### Pin placement

Pins as bars across the die edge, other pins in grey.
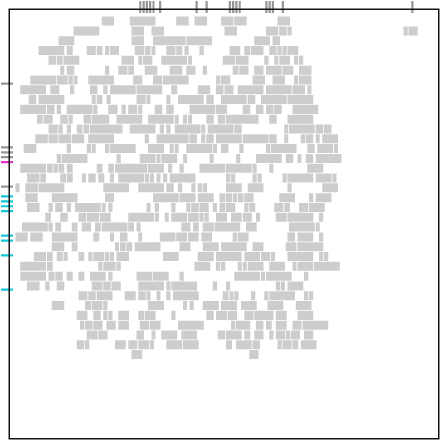
### Signal wires by layer

Bar = 20 µm.
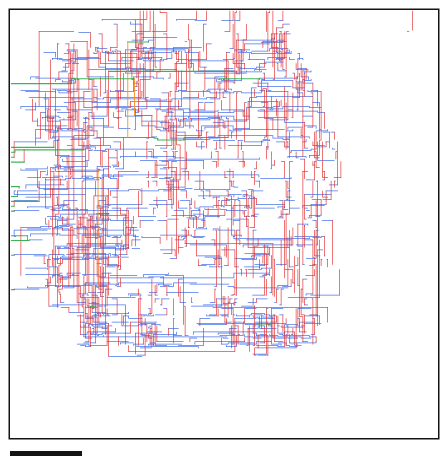
File: src/rtl/mod241_pkg.sv
// Shared constants, FSM state type and mod-241 reduction helpers for the
// digit-serial mod-241 multiplier.
package mod241_pkg;

  localparam int unsigned MOD = 241;
  localparam int unsigned W   = 8;

  typedef enum logic [1:0] {
    IDLE,
    RUN,
    DONE
  } state_t;

  function automatic logic [7:0] reduce8(input logic [7:0] x);
    return (x >= 8'd241) ? (x - 8'd241) : x;
  endfunction

  // 256 == 15 (mod 241): two folds bring any 13-bit value to <= 300,
  // so a single conditional subtract finishes the job.
  function automatic logic [7:0] reduce13(input logic [12:0] x);
    logic [9:0] f1;
    logic [8:0] f2;
    f1 = (10'(x[12:8]) * 10'd15) + 10'(x[7:0]);
    f2 = (9'(f1[9:8]) * 9'd15) + 9'(f1[7:0]);
    return (f2 >= 9'd241) ? 8'(f2 - 9'd241) : f2[7:0];
  endfunction

endpackage

File: src/rtl/mod241_digit_serial_mul_if.sv
// Operand/result valid-ready bundle for the mod-241 digit-serial multiplier.
interface mod241_digit_serial_mul_if;
  import mod241_pkg::*;

  logic         in_valid;
  logic         in_ready;
  logic [W-1:0] in_a;
  logic [W-1:0] in_b;
  logic         out_valid;
  logic         out_ready;
  logic [W-1:0] out_p;
  logic         out_err;

  modport master (
    output in_valid, in_a, in_b, out_ready,
    input  in_ready, out_valid, out_p, out_err
  );

  modport slave (
    input  in_valid, in_a, in_b, out_ready,
    output in_ready, out_valid, out_p, out_err
  );

endinterface

File: src/rtl/mod241_digit_step.sv
// Combinational digit step: nxt = (2^DIGIT_W * acc + a * d) mod 241.
module mod241_digit_step
  import mod241_pkg::*;
#(
  parameter int unsigned DIGIT_W = 4
) (
  input  logic [7:0]         acc,
  input  logic [7:0]         a,
  input  logic [DIGIT_W-1:0] d,
  output logic [7:0]         nxt
);

  logic [12:0] sum;

  always_comb begin
    sum = (13'(acc) << DIGIT_W) + (13'(a) * 13'(d));
    nxt = reduce13(sum);
  end

endmodule

File: src/rtl/mod241_digit_serial_mul.sv
// Digit-serial p = (a*b) mod 241, MSB digit of b first, valid/ready on both sides.
// Optional operand range flag on out_err when MOD241_RANGE_CHECK_EN is defined.
module mod241_digit_serial_mul
  import mod241_pkg::*;
#(
  parameter int unsigned DIGIT_W = 4,
  parameter int unsigned MOD     = 241
) (
  input logic                       clk,
  input logic                       rst_n,
  mod241_digit_serial_mul_if.slave  bus
);

  localparam int unsigned NDIG = 8 / DIGIT_W;

  if (MOD != mod241_pkg::MOD) begin : g_bad_mod
    $error("mod241_digit_serial_mul: MOD must be 241");
  end
  if ((DIGIT_W != 2) && (DIGIT_W != 4)) begin : g_bad_digit
    $error("mod241_digit_serial_mul: DIGIT_W must be 2 or 4");
  end

  state_t     state_q, state_n;
  logic [7:0] acc_q, acc_n;
  logic [2:0] cnt_q, cnt_n;
  logic [7:0] a_q, a_n;
  logic [7:0] b_q, b_n;
  logic [7:0] out_p_q, out_p_n;
  logic       out_valid_q, out_valid_n;
  logic       in_ready_q, in_ready_n;
  logic       accept;
  logic [7:0] step_nxt;

  mod241_digit_step #(.DIGIT_W(DIGIT_W)) u_step (
    .acc (acc_q),
    .a   (a_q),
    .d   (b_q[7 -: DIGIT_W]),
    .nxt (step_nxt)
  );

  always_ff @(posedge clk) begin
    if (!rst_n) begin
      state_q     <= IDLE;
      acc_q       <= '0;
      cnt_q       <= '0;
      a_q         <= '0;
      b_q         <= '0;
      out_p_q     <= '0;
      out_valid_q <= 1'b0;
      in_ready_q  <= 1'b0;
    end else begin
      state_q     <= state_n;
      acc_q       <= acc_n;
      cnt_q       <= cnt_n;
      a_q         <= a_n;
      b_q         <= b_n;
      out_p_q     <= out_p_n;
      out_valid_q <= out_valid_n;
      in_ready_q  <= in_ready_n;
    end
  end

  // b is shifted left each RUN cycle so the current digit is always b_q's top bits.
  always_comb begin
    state_n     = state_q;
    acc_n       = acc_q;
    cnt_n       = cnt_q;
    a_n         = a_q;
    b_n         = b_q;
    out_p_n     = out_p_q;
    out_valid_n = out_valid_q;
    accept      = 1'b0;
    unique case (state_q)
      IDLE: begin
        if (bus.in_valid && in_ready_q) begin
          accept  = 1'b1;
          a_n     = reduce8(bus.in_a);
          b_n     = bus.in_b;
          acc_n   = '0;
          cnt_n   = '0;
          state_n = RUN;
        end
      end
      RUN: begin
        acc_n = step_nxt;
        b_n   = b_q << DIGIT_W;
        cnt_n = cnt_q + 3'd1;
        if (cnt_q == 3'(NDIG - 1)) begin
          out_p_n     = step_nxt;
          out_valid_n = 1'b1;
          state_n     = DONE;
        end
      end
      DONE: begin
        if (bus.out_ready) begin
          out_valid_n = 1'b0;
          state_n     = IDLE;
        end
      end
      default: state_n = IDLE;
    endcase
    in_ready_n = (state_n == IDLE);
  end

  assign bus.in_ready  = in_ready_q;
  assign bus.out_valid = out_valid_q;
  assign bus.out_p     = out_p_q;

`ifdef MOD241_RANGE_CHECK_EN
  logic err_q;

  always_ff @(posedge clk) begin
    if (!rst_n) begin
      err_q <= 1'b0;
    end else if (accept) begin
      err_q <= (bus.in_a >= 8'd241) | (bus.in_b >= 8'd241);
    end
  end

  assign bus.out_err = out_valid_q & err_q;
`else
  assign bus.out_err = 1'b0;
`endif

endmodule

File: src/flat_wrapper.sv
// flat-port wrapper written by rule: the top's interface ports become plain ports
module mod241_digit_serial_mul_flat import mod241_pkg::*;
#(
  parameter int unsigned DIGIT_W = 4,
  parameter int unsigned MOD     = 241
)
  (clk, rst_n, bus_in_valid, bus_in_a, bus_in_b, bus_out_ready, bus_in_ready, bus_out_valid, bus_out_p, bus_out_err);
  mod241_digit_serial_mul_if bus_i ();
  input logic clk;
  input logic rst_n;
  input wire logic [$bits(bus_i.in_valid)-1:0] bus_in_valid;
  input wire logic [$bits(bus_i.in_a)-1:0] bus_in_a;
  input wire logic [$bits(bus_i.in_b)-1:0] bus_in_b;
  input wire logic [$bits(bus_i.out_ready)-1:0] bus_out_ready;
  output wire logic [$bits(bus_i.in_ready)-1:0] bus_in_ready;
  output wire logic [$bits(bus_i.out_valid)-1:0] bus_out_valid;
  output wire logic [$bits(bus_i.out_p)-1:0] bus_out_p;
  output wire logic [$bits(bus_i.out_err)-1:0] bus_out_err;
  assign bus_i.in_valid = bus_in_valid;
  assign bus_i.in_a = bus_in_a;
  assign bus_i.in_b = bus_in_b;
  assign bus_i.out_ready = bus_out_ready;
  assign bus_in_ready = bus_i.in_ready;
  assign bus_out_valid = bus_i.out_valid;
  assign bus_out_p = bus_i.out_p;
  assign bus_out_err = bus_i.out_err;
  mod241_digit_serial_mul #(.DIGIT_W(DIGIT_W), .MOD(MOD)) u_core (.clk(clk), .rst_n(rst_n), .bus(bus_i));
endmodule
File: config.mk
export PLATFORM = sky130hd
export DESIGN_NAME = mod241_digit_serial_mul_flat
export DESIGN_NICKNAME = d
export VERILOG_FILES = /design/src/rtl/mod241_pkg.sv /design/src/rtl/mod241_digit_serial_mul_if.sv /design/src/rtl/mod241_digit_step.sv /design/src/rtl/mod241_digit_serial_mul.sv /design/src/flat_wrapper.sv
export SDC_FILE = /design/constraint.sdc
export NUM_CORES = 1
export LEC_CHECK = 0
export CORE_UTILIZATION = 30
export DETAILED_ROUTE_END_ITERATION = 8
export GPL_TIMING_DRIVEN = 0
export SKIP_CTS_REPAIR_TIMING = 1
export SYNTH_ARGS = -nofsm -noshare
export SYNTH_HDL_FRONTEND = slang
export SYNTH_SLANG_ARGS = --single-unit
File: constraint.sdc
create_clock -name clk -period 12.82 [get_ports clk]
set_clock_uncertainty 0.2 [all_clocks]
set_input_delay 1.923 -clock clk [delete_from_list [all_inputs] [get_ports clk]]
set_output_delay 1.923 -clock clk [all_outputs]
set_load 0.02 [all_outputs]
==> summary.txt <==
impl run done, here's what came out: status completed, WP buf/inv 8, Net Count, Synth 586, Hold Crit Endpoint u_core.acc_q[7], Hold Crit Start u_core.acc_q[7], busiest layer in global routing met2, FMAX ~94 MHz, Levels on crit path 39, Comb. pwr roughly 0.08 mW, first-pass GRT wire length 14.75 mm, clk_lat worst skew 0.28 ns, placed cell areas about 4600 µm², Seq/Total Area, Yosys 0.1912, Die Y ~120 µm, # clock sinks 39, Clock Power 0.127 mW, NonClk Buf Share 0.06969, chip width around 120 µm, Hold Crit Class reg2reg, multi-input gates ~350, Leak about 2.3 nW, yosys aoi share 0.1685, MUX area fraction 0.007353, M2 GR Usage 0.2065, drt wl/cell between 10 and 15 µm, Commonest Layout Cell inv_1, Hold Path Cell Cnt 2, adder share 0.3137, fin nets around 620, Clk pwr share 0.373, detailed-route via count between 3000 and 4000, met1 global-route usage 0.1735, n_taps between 150 and 200, Post-Synthesis Cells 484, crit path capture u_core.acc_q[1], CP Class reg2reg, final setup margin 2.183 ns, WL met3 197 µm, Flop area 780.7 µm², Post-synth EDFFs 0, Unique masters post-synth around 53, Critical Path Source u_core.b_q[6], grt total ovfl 0, cell-internal power about 0.24 mW, fraction of layout cells with a size suffix above 1 0.02885, max incr delay on CP around 0.55 ns, Worst R2R Start u_core.b_q[6], worst-path maximum fanout 10, delay-heaviest family, CP adder cells, Final Cycle Share 0.8297, most frequent cells in the layout inv_1 (82), ha_1 (48), nand2_1 (43), dfxtp_1 (39), fa_1 (34), FP Core Util 0.3084, Slowest-stage cell, CP fa_1, Pre-Repair DR Iteration Count 4, R2R depth 39, ClkCell Share 0.03273, Core Box Area 13240 µm², Final Non-Filler Cells approximately 700, sw power approximately 0.10 mW, Simple Share, Synth 0.1771, Top cell by count, worst path fa_1, Final Wtd Congestion between 0.8 and 0.9, routing usage on met3 0.01834, Mapped Avg Cell Area 8.438 µm², power in sequential cells roughly 0.13 mW, worst r2r dst u_core.acc_q[1], Yosys chip area 4084 µm², max layer used met4, CP Capture Type flip-flop, Arr. time, crit path 10.60 ns, initial DRC count roughly 120, Main power group sequential cells, xor+xnor area frac 0.05362, registers 39, Antenna Nets Post-Route 0, H-tree depth 2, # fillers between 1000 and 1500, Post-Layout Inst Area around 4700 µm², vias per cell 4.769, top cell category multi-input combinational cells, Slew headroom 0.5129, Root Buffer clkbuf_16, Synth area leader dfxtp_1, largest net degree at the start of global routing 14, cell total after placement 688, Reg power frac 0.390, Pwr Density around 72 nW/µm², CP Launch Type flip-flop, Cell area leaders dfxtp_1 (19%), fa_1 (17%), ha_1 (15%), Post-Place Setup Slack roughly 2.1 ns, I/O Buffers 28, Sw Ratio 0.3040, routed wire length approximately 8.3 mm, # Cells Yosys 484, R2R setup slack around 2.2 ns, Max VDD drop around 0.000056 V, synthesis-to-layout area growth 16.05%, Logic pwr share 0.238, Slew @ Worst Pin a little over 0.7 ns, WHS approximately 0.27 ns, Comb/total area 0.6214, max_cap viols 0, nonclk inv count ~82, FFs w/ async S/R, synth 0, Hold Violations, Final 0, CTS tree yes, Yosys top cell by instances inv_1, clk_buf instances 6, tool warnings 32, min Tclk post-route between 10 and 15 ns, deepest clock path buffer count 2, vias in the first global route 3257, diodes inserted 0, Top logic family adder cells, Util after Layout 0.3579, num rows 42, WL met1 approximately 4.1 mm, Signal buffers ~40, Commonest cells post-synth inv_1 (82), ha_1 (48), nand2_1 (43), Reg clk slew, reported paths around 0.060 ns, post-synth top area share 0.1912, die area 14080 µm², required time worst endpoint ~13 ns, CTS Buf Count 5, Gate Area about 3000 µm², Syn Std Cell Area 4084 µm², GRT Total Usage 0.1248, setup violators final 0, met2 wire length 3.962 mm, Pwr Total around 0.34 mW, Ports 31, Setup Total Neg Slack 0 ns
Notes on 'Pin placement' above:
[magenta] `bus_out_ready` | pins: 1 | direction: input | edge: left
[cyan] `bus_out_p` | pins: 8 | direction: output | edge: left
all pins by edge: 17 top, 14 left

Notes on 'Signal wires by layer' above:
[green] met3 | wire length: 198 µm
[blue] met1 | wire length: 4070 µm
[orange] met4 | wire length: 69.4 µm
[red] met2 | wire length: 3960 µm

Power is estimated from default activity; no workload was simulated.
